### src/rtl/input_debounce_reader_if.sv
`default_nettype none
// ============================================================================
//  Module      : input_debounce_reader_if
//  Description : Core-side read bus of the switch/button input peripheral:
//                read strobe, word select, registered read data and the
//                key-event indication.
//  Revision    : 1.0  initial release
// ============================================================================
interface input_debounce_reader_if;
    logic        rd_en;
    logic [1:0]  addr;
    logic [31:0] rd_data;
    logic        key_event;

    // Core / bus side
    modport master (
        output rd_en,
        output addr,
        input  rd_data,
        input  key_event
    );

    // Peripheral side
    modport slave (
        input  rd_en,
        input  addr,
        output rd_data,
        output key_event
    );
endinterface
`default_nettype wire

### src/rtl/input_debounce_reader.sv
`default_nettype none
// ============================================================================
//  Module      : input_debounce_reader
//  Description : Memory-mapped input peripheral. Synchronizes and debounces
//                slide switches (SW) and active-low push-buttons (KEY),
//                captures button presses as sticky clear-on-read flags and
//                returns everything through one registered read port.
//  Revision    : 1.0  initial release
// ============================================================================
module input_debounce_reader #(
    parameter int SW_WIDTH        = 10,
    parameter int KEY_WIDTH       = 4,
    parameter int DEBOUNCE_CYCLES = 500000
) (
    input  logic                 clk,
    input  logic                 rst_n,
    input  logic [SW_WIDTH-1:0]  SW,
    input  logic [KEY_WIDTH-1:0] KEY,
    input_debounce_reader_if.slave bus
);

    // All inputs are handled as one vector: switches low, keys high.
    localparam int                   c_N        = SW_WIDTH + KEY_WIDTH;
    localparam int                   c_CNT_W    = $clog2(DEBOUNCE_CYCLES);
    localparam logic [c_CNT_W-1:0]   c_CNT_MAX  = c_CNT_W'(DEBOUNCE_CYCLES - 1);
    // Switches idle at 0, buttons idle at 1 (released, active-low pins).
    localparam logic [c_N-1:0]       c_IDLE_VAL = {{KEY_WIDTH{1'b1}}, {SW_WIDTH{1'b0}}};
    localparam logic [1:0]           c_ADDR_SW    = 2'd0;
    localparam logic [1:0]           c_ADDR_KEY   = 2'd1;
    localparam logic [1:0]           c_ADDR_FLAGS = 2'd2;

    logic [c_N-1:0]       r_meta;
    logic [c_N-1:0]       r_sync;
    logic [c_N-1:0]       w_stable;
    logic [c_N-1:0]       w_accept;
    logic [SW_WIDTH-1:0]  w_sw_stable;
    logic [KEY_WIDTH-1:0] w_key_stable;
    logic [KEY_WIDTH-1:0] w_key_fall;
    logic [KEY_WIDTH-1:0] r_flag;
    logic                 w_rd_clr;
    logic [31:0]          w_rd_word;
    logic [31:0]          r_rd_data;

    // Two-flop synchronizer for every raw pin.
    always_ff @(posedge clk or negedge rst_n) begin
        if (!rst_n) begin
            r_meta <= c_IDLE_VAL;
            r_sync <= c_IDLE_VAL;
        end else begin
            r_meta <= {KEY, SW};
            r_sync <= r_meta;
        end
    end

    // Per-bit debouncer: a change is accepted only after the synchronized
    // value has differed from the stable value for DEBOUNCE_CYCLES edges.
    for (genvar gi = 0; gi < c_N; gi++) begin : g_debounce
        logic [c_CNT_W-1:0] r_cnt;
        logic               r_stable;

        assign w_accept[gi] = (r_sync[gi] != r_stable) && (r_cnt == c_CNT_MAX);
        assign w_stable[gi] = r_stable;

        // Count while the input disagrees; any agreement restarts the count.
        always_ff @(posedge clk or negedge rst_n) begin
            if (!rst_n) begin
                r_cnt    <= '0;
                r_stable <= c_IDLE_VAL[gi];
            end else if (r_sync[gi] == r_stable) begin
                r_cnt    <= '0;
            end else if (r_cnt == c_CNT_MAX) begin
                r_stable <= r_sync[gi];
                r_cnt    <= '0;
            end else begin
                r_cnt    <= r_cnt + c_CNT_W'(1);
            end
        end
    end

    assign w_sw_stable  = w_stable[SW_WIDTH-1:0];
    assign w_key_stable = w_stable[c_N-1:SW_WIDTH];
    // A key being accepted while its stable level is 1 is a 1->0 press edge,
    // so the flag sets on the same edge as the stable transition.
    assign w_key_fall   = w_accept[c_N-1:SW_WIDTH] & w_key_stable;
    assign w_rd_clr     = bus.rd_en && (bus.addr == c_ADDR_FLAGS);

    // Sticky press flags: a read clears them, but a press landing on the
    // same edge wins so no event is lost.
    always_ff @(posedge clk or negedge rst_n) begin
        if (!rst_n) begin
            r_flag <= '0;
        end else begin
            r_flag <= (w_rd_clr ? '0 : r_flag) | w_key_fall;
        end
    end

    // Register-map select, using pre-edge state.
    always_comb begin
        w_rd_word = '0;
        case (bus.addr)
            c_ADDR_SW:    w_rd_word[SW_WIDTH-1:0]  = w_sw_stable;
            c_ADDR_KEY:   w_rd_word[KEY_WIDTH-1:0] = ~w_key_stable;
            c_ADDR_FLAGS: w_rd_word[KEY_WIDTH-1:0] = r_flag;
            default:      w_rd_word = '0;
        endcase
    end

    // Registered read port; holds its value between reads.
    always_ff @(posedge clk or negedge rst_n) begin
        if (!rst_n) begin
            r_rd_data <= '0;
        end else if (bus.rd_en) begin
            r_rd_data <= w_rd_word;
        end
    end

    assign bus.rd_data   = r_rd_data;
    assign bus.key_event = |r_flag;

endmodule
`default_nettype wire

### src/flat_wrapper.sv
// flat-port wrapper written by rule: the top's interface ports become plain ports
module input_debounce_reader_flat 
#(
    parameter int SW_WIDTH        = 10,
    parameter int KEY_WIDTH       = 4,
    parameter int DEBOUNCE_CYCLES = 500000
)
  (clk, rst_n, SW, KEY, bus_rd_en, bus_addr, bus_rd_data, bus_key_event);
  input_debounce_reader_if bus_i ();
  input  logic clk;
  input  logic rst_n;
  input  logic [SW_WIDTH-1:0] SW;
  input  logic [KEY_WIDTH-1:0] KEY;
  input wire logic [$bits(bus_i.rd_en)-1:0] bus_rd_en;
  input wire logic [$bits(bus_i.addr)-1:0] bus_addr;
  output wire logic [$bits(bus_i.rd_data)-1:0] bus_rd_data;
  output wire logic [$bits(bus_i.key_event)-1:0] bus_key_event;
  assign bus_i.rd_en = bus_rd_en;
  assign bus_i.addr = bus_addr;
  assign bus_rd_data = bus_i.rd_data;
  assign bus_key_event = bus_i.key_event;
  input_debounce_reader #(.SW_WIDTH(SW_WIDTH), .KEY_WIDTH(KEY_WIDTH), .DEBOUNCE_CYCLES(DEBOUNCE_CYCLES)) u_core (.clk(clk), .rst_n(rst_n), .SW(SW), .KEY(KEY), .bus(bus_i));
endmodule
### config.mk
export PLATFORM = sky130hd
export DESIGN_NAME = input_debounce_reader_flat
export DESIGN_NICKNAME = d
export VERILOG_FILES = /design/src/rtl/input_debounce_reader_if.sv /design/src/rtl/input_debounce_reader.sv /design/src/flat_wrapper.sv
export SDC_FILE = /design/constraint.sdc
export NUM_CORES = 1
export LEC_CHECK = 0
export CAP_MARGIN = 25
export CORE_UTILIZATION = 56
export DETAILED_ROUTE_END_ITERATION = 10
export GPL_ROUTABILITY_DRIVEN = 0
export PLACE_DENSITY = 0.77
export SLEW_MARGIN = 30
export SYNTH_ARGS = -nofsm -noshare
export SYNTH_HDL_FRONTEND = slang
export SYNTH_SLANG_ARGS = --single-unit
### constraint.sdc
create_clock -name clk -period 2 [get_ports clk]
set_clock_uncertainty 0.05 [all_clocks]
set_input_delay 0.4 -clock clk [delete_from_list [all_inputs] [get_ports clk]]
set_output_delay 0.4 -clock clk [all_outputs]
set_load 0.02 [all_outputs]
**Run 1: clock distribution**

(3 px per um)
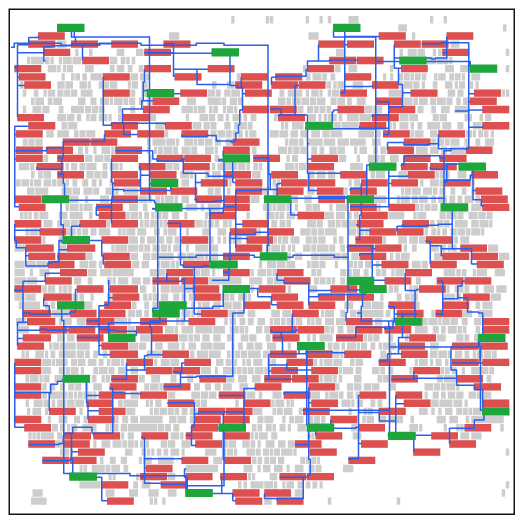
clock drivers -> green  # count 36
flip-flops -> red  # count 322
clock wires -> blue  # length 3830 um
flops lie = widely spread

**Run 1: congestion heat map**

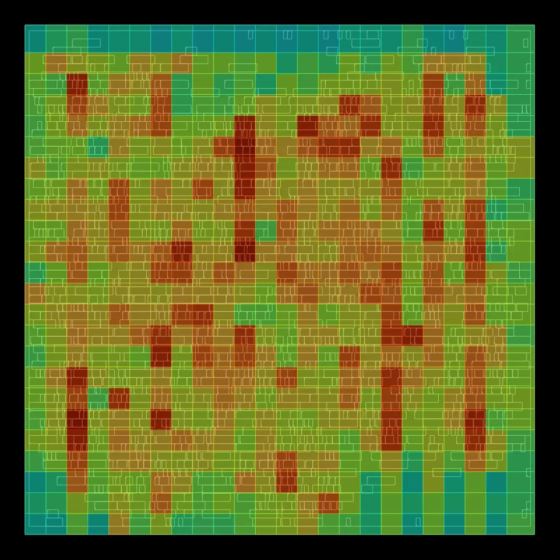
met3 Usage GRT: 0.0324
met2 GRT Util: 0.389

**Run 1: PDN straps and rails**

(3 px per um) Pins as bars on the die edge.
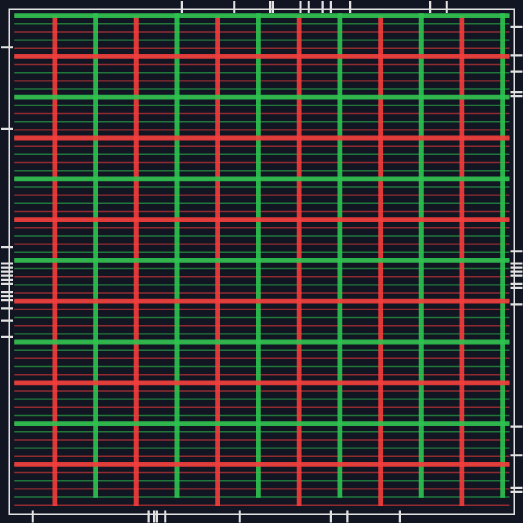
VSS -> red
VDD -> green
met4 straps = 12
met5 straps = 12
rows = 60
met1 rails = 61
signal pins = 52

-- run 1: through the flow --
stage	cells	util	hold WS [ps]	TNS (ps)	power, mW
6_report	2069	0.682	247	-1430	13.9
5_1_grt	2069	0.682	238	-2950	14.4
4_1_cts	2059	0.674	230	-328	14.1
3_5_place_dp	1995	0.626	218	-256	7.42
3_3_place_gp	1995	0.626	215	-88.3	7.39
2_1_floorplan	1558	-	54.4	-254	7.12
-- run 1: registers in the layout (all words and copies together), names as in the netlist --
register / cells
u_core.g_debounce.r_stable: 14
u_core.bus.rd_data: 10
u_core.r_meta: 14
u_core.g_debounce.r_cnt: 266
u_core.r_flag: 4
u_core.r_sync: 14
-- run 1: layout by cell type (no fill, tap or decap), types with 16 or more instances in the layout --
master           Yosys  routed
dfrtp_1            310     310
nor2_1             235     216
buf_4               24     126
xnor2_1            123     123
nand3_1             92      92
nand2_1             78      78
nand4_1             72      72
xor2_1              70      70
a21oi_1             68      64
inv_1               60      60
nor4_1              53      48
nor3_1              37      37
clkbuf_16            0      37
o21ai_0             35      35
or3_1               29      28
clkdlybuf4s50_1      0      26
conb_1               1      22
or4_1               26      18
o31ai_1             16      16
-- run 1: kinds of logic (layout without fill, tap and decap cells) --
group                    after synthesis  in the layout  share of synthesized area
multiplexers                          13             13                    0.00951
other                                  1             22                   0.000244
AND/OR/NAND/NOR                      725            725                      0.246
buffers and inverters                116            286                     0.0354
flip-flops                           322            322                      0.524
AND-OR/OR-AND                        153            153                     0.0632
adder cells (fa/ha/maj)               14             14                     0.0114
XOR/XNOR                             193            193                      0.110
-- run 1: report_power, final --
group | internal, mW | switching, mW | leakage [nW]
Sequential | 6.63 | 0.0925 | 4.37
Clock | 4.09 | 2.51 | 0.593
Combinational | 0.212 | 0.391 | 2.57
Total | 10.9 | 3.00 | 7.53
-- run 1: final cells by class --
cell class | instances | area, um2 | area share
clock buffer | 51 | 1070 | 0.0581
clock inverter | 10 | 128 | 0.00694
inverter | 60 | 225 | 0.0122
multi-input combinational | 1120 | 7070 | 0.384
sequential | 322 | 8070 | 0.439
tap | 341 | 427 | 0.0232
timing repair buffer | 165 | 1400 | 0.0761
-- run 1: worst max-delay path, stage by stage (launching register included) --
cell     delay [ps]
dfrtp_1         370
or4_4           530
or4_4           570
nor2_4          120
mux2_4          310
-- run 1: final timing paths --
check                                              start                         endpoint  depth (start not counted)
max                        u_core.g_debounce[1].r_cnt[7]    u_core.g_debounce[1].r_stable                          4
min                                               KEY[3]                u_core.r_meta[13]                          1
max reg2reg                u_core.g_debounce[1].r_cnt[7]    u_core.g_debounce[1].r_stable                          4
min reg2reg                             u_core.r_meta[9]                 u_core.r_sync[9]                          0
max in group asynchronous                          rst_n   u_core.g_debounce[6].r_cnt[14]                          3
min in group asynchronous                          rst_n  u_core.g_debounce[10].r_cnt[10]                          2
-- run 1: metal layers --
metal / GRT usage / wire, um / vias to the layer above
met5: 0 / 0 / -
met1: 0.302 / 13900 / 5828
li1: - / - / 5719
met4: 0.0582 / 503 / 0
met3: 0.0324 / 1090 / 48
met2: 0.389 / 15400 / 233
==> results.py, run 1 <==
# Physical implementation metrics
metrics = {
    "worst_setup_path": {
        "cp.required_ps": 2330,
        "worstSetupPathType": "reg -> reg",
        "ff2ff_setup_slack_ps": -70,
        "worstPathMaxFanout": 2,
        "critPathCaptureType": "register",
    },
    "synth": {
        "synthArstFlopShare": 1.00,
        "synth_top_cell_by_count": "dfrtp_1",
        "syn_avg_cell_area_um2": 10.0,
        "synth_seq_share": 0.524,
        "ys_seq_elements": 322,
        "synth_cell_type_count": 59,
        "top_cells_by_area": "dfrtp_1 50%, xnor2_1 7.0%, nor2_1 5.7%",
        "synth_top_cell_by_area": "dfrtp_1",
        "ys_cells": 1537,
        "yosys_most_used_dff": "dfrtp_1",
    },
    "sta": {
        "setup_violations": 39,
        "hold_viol_final": 0,
        "worst_slack_ps": -68.9,
        "relSlewSlack": 0.616,
        "drv_slew": 0,
        "rsz0062_at_grt": "yes",
    },
    "layout": {
        "area_growth_pct": 19.5,
        "nets": 1738,
    },
    "drt": {
        "vias": 11828,
        "drc": 0,
        "antenna_left": 0,
        "initialDrtViolationCount": 818,
    },
    "floorplanning": {
        "rows": 60,
        "fp.dieH_um": 168,
        "coreArea_um2": 27000,
        "fp-utilization": 0.571,
        "die_x_um": 168,
    },
    "run_status": {
        "outcome": "complete, but fails checks",
        "violations": "setup timing",
    },
    "place": {
        "placed_area_um2": 16900,
    },
    "global_route": {
        "grt_pass1_vias": 11635,
        "antenna_found_initial": 0,
    },
    "clocking": {
        "clock_path_buffers": 3,
        "htreeDepth": 2,
        "clk_pin_slew_ps": 60,
        "cts_sinks": 322,
        "hold_buffers": 1,
        "insertion_delay_ps": 510,
    },
    "flow_run": {
        "drv_cap": 0,
    },
    "power": {
        "powerDensity_nw_per_um2": 757,
    },
}
## Run 2: what changed since run 1
--- a/config.mk
+++ b/config.mk
@@ -5,7 +5,7 @@
 export SDC_FILE = /design/constraint.sdc
 export NUM_CORES = 1
 export LEC_CHECK = 0
-export CAP_MARGIN = 25
+export CORE_MARGIN = 2
 export CORE_UTILIZATION = 56
 export DETAILED_ROUTE_END_ITERATION = 10
 export GPL_ROUTABILITY_DRIVEN = 0
**Run 2: placement density heat map**

(1.5 px per um) 17 x 17 tiles, from white (low) to dark blue (high), 0 to 100% covered.
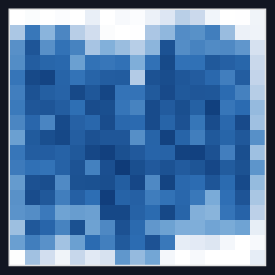
fullest tile = 95%
tiles over 75% full = 46%
nearly empty tiles = 5.9%
emptiest ninth of the die = lower right
CORE AREA: 27000 um2
fin util: 0.682
initial core utilization: 0.571

**Run 2: clock distribution**

(3 px per um)
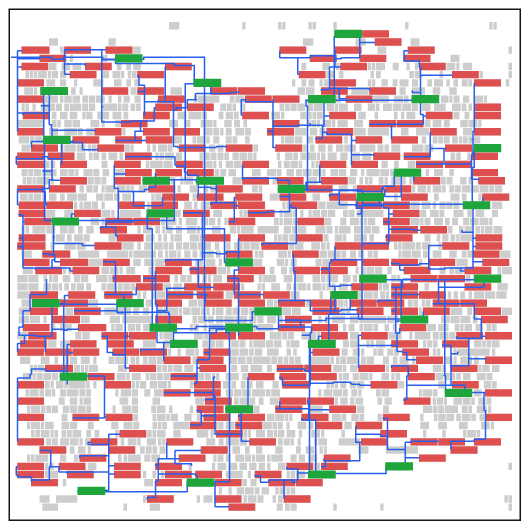
clock drivers -> green  # count 35
flip-flops -> red  # count 322
clock wires -> blue  # length 3890 um
flops lie = widely spread
routed clock nets = 36

**Run 2: congestion heat map**

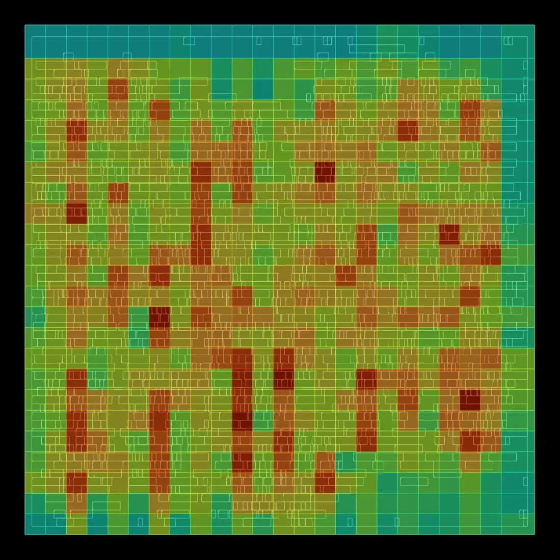
met2 GRT Util: 0.375
most used routing layer: met2

==> results.py, run 2 <==
# Physical implementation metrics
metrics = {
    "clocking": {
        "cts_tree": "yes",
        "clock_path_buffers": 3,
        "htreeDepth": 2,
        "clk_pin_slew_ps": 60,
        "insertion_delay_ps": 510,
    },
    "layout": {
        "final_common_cell": "dfrtp_1",
        "area_growth_pct": 19.4,
        "largest_register_ffs": 266,
        "layout_top_cells": "309 x dfrtp_1, 221 x nor2_1, 127 x buf_4",
        "finalNonFillerCells": 2075,
        "nets": 1741,
        "top_register": "u_core.g_debounce.r_cnt",
    },
    "worst_setup_path": {
        "worstPathMaxFanout": 7,
        "worstSetupPathType": "reg -> reg",
        "cp.required_ps": 2340,
        "rr_startpoint": "u_core.g_debounce[1].r_cnt[10]",
        "critPathCaptureType": "register",
        "crit_start": "u_core.g_debounce[1].r_cnt[10]",
    },
    "synth": {
        "synth.logic.top_family": "simple AND/OR/NAND/NOR gates",
        "ys_cells": 1537,
        "ys_sh_simple": 0.246,
        "syn_avg_cell_area_um2": 10.0,
        "synthArstFlopShare": 1.00,
        "synth_seq_share": 0.524,
        "synth_cell_type_count": 59,
        "synth_top_cell_by_count": "dfrtp_1",
        "ys_sh_aoi": 0.0632,
        "common_cells": "310 x dfrtp_1, 235 x nor2_1, 123 x xnor2_1, 92 x nand3_1, 78 x nand2_1",
        "muxShareOfSynthArea": 0.00951,
        "ys_seq_elements": 322,
        "yosys_most_used_dff": "dfrtp_1",
        "synth_adder_area_share": 0.0114,
        "xor_share": 0.110,
        "top_cells_by_area": "dfrtp_1 50%, xnor2_1 7.0%, nor2_1 5.7%",
    },
    "power": {
        "seq_power_share": 0.488,
        "internal_power_mw": 10.8,
        "power_switching_mw": 2.98,
        "pwr-share-clk": 0.468,
        "total_power_mw": 13.8,
        "combPwrFrac": 0.045,
        "p_sw_frac": 0.217,
        "powerDensity_nw_per_um2": 750,
    },
    "flow_run": {
        "drv_cap": 0,
    },
    "sta": {
        "rsz0062_at_grt": "yes",
        "relSlewSlack": 0.588,
        "hold_viol_final": 0,
        "drv_slew": 0,
        "hold_ws_ps": 251,
        "worst_slack_ps": -89.7,
        "setup_violations": 39,
    },
    "drt": {
        "drc": 0,
        "vias": 11751,
    },
    "place": {
        "dp_cells": 2003,
    },
    "floorplanning": {
        "die_x_um": 170,
        "rows": 60,
    },
    "run_status": {
        "outcome": "complete, but fails checks",
        "violations": "setup timing",
    },
    "global_route": {
        "grt_start_max_net_pins": 52,
        "antenna_found_initial": 0,
        "grt_pass1_vias": 11609,
    },
    "min_path": {
        "hold_path_class": "in -> reg",
        "hp-start": "KEY[3]",
    },
}
-- run 2: cell counts after synthesis --
Identical to the previous run, type by type.
-- run 2: path summary, 6_finish.rpt --
path,end,slack (ps),cells past startpoint
min,u_core.r_meta[13],250,1
min in group asynchronous,u_core.g_debounce[10].r_cnt[18],370,2
max,u_core.g_debounce[1].r_cnt[12],-90,5
max reg2reg,u_core.g_debounce[1].r_cnt[12],-90,5
max in group asynchronous,u_core.g_debounce[11].r_stable,860,3
min reg2reg,u_core.r_sync[1],300,0
-- run 2: per-stage QoR --
stage | area (um2) | util | TNS, ps
floorplan | 15500 | - | -254
global placement | 17000 | 0.631 | -99.1
detailed placement | 17000 | 0.631 | -142
finish | 18400 | 0.682 | -2250
global route | 18400 | 0.682 | -3720
CTS | 18300 | 0.677 | -1250
-- run 2: layout make-up --
class                   instances  area (um2)
clock buffers                  56        1080
multi-input cells            1120        7010
flip-flops and latches        322        8070
inverters                      60         225
repair buffers                169        1480
clock inverters                 7        87.6
well taps                     341         427
fillers                      1982        8570
-- run 2: cell families after synthesis --
logic type,after synthesis
flops,322
mux,13
fa+ha+maj,14
xor+xnor,193
buf+inv,116
compound gates,153
simple gates,725
other cells,1
-- run 2: critical path: stages, from the launching register on --
cell	delay (ps)
dfrtp_1	380
or4_4	540
or4_4	570
o21ai_4	210
buf_6	170
nor2_2	50
-- run 2: what timing repair did --
| item | CTS | global route |
|---|---|---|
| resized | 29 | 19 |
| setup endpoints to repair | 25 | 53 |
| pin swaps | 16 | 7 |
| hold buffers | 1 | 0 |
| setup buffers | 1 | 7 |
| endpoints found under the hold margin | 40 | 0 |
-- run 2: metal layers --
layer / wire length (um) / vias up / global-route usage
met5: 0 / - / 0
li1: - / 5723 / -
met1: 13900 / 5778 / 0.289
met3: 987 / 46 / 0.0296
met2: 15200 / 204 / 0.375
met4: 633 / 0 / 0.0635
-- run 2: power groups by stage --
stage	Clock [mW]	Combinational (mW)	Sequential, mW
6_report	6.45	0.616	6.72
5_1_grt	6.85	0.699	6.73
4_1_cts	6.62	0.615	6.72
3_5_place_dp	0	0.600	6.83
3_3_place_gp	0	0.586	6.83
2_1_floorplan	0	0.298	6.82
Power and IR drop assume default switching activity.
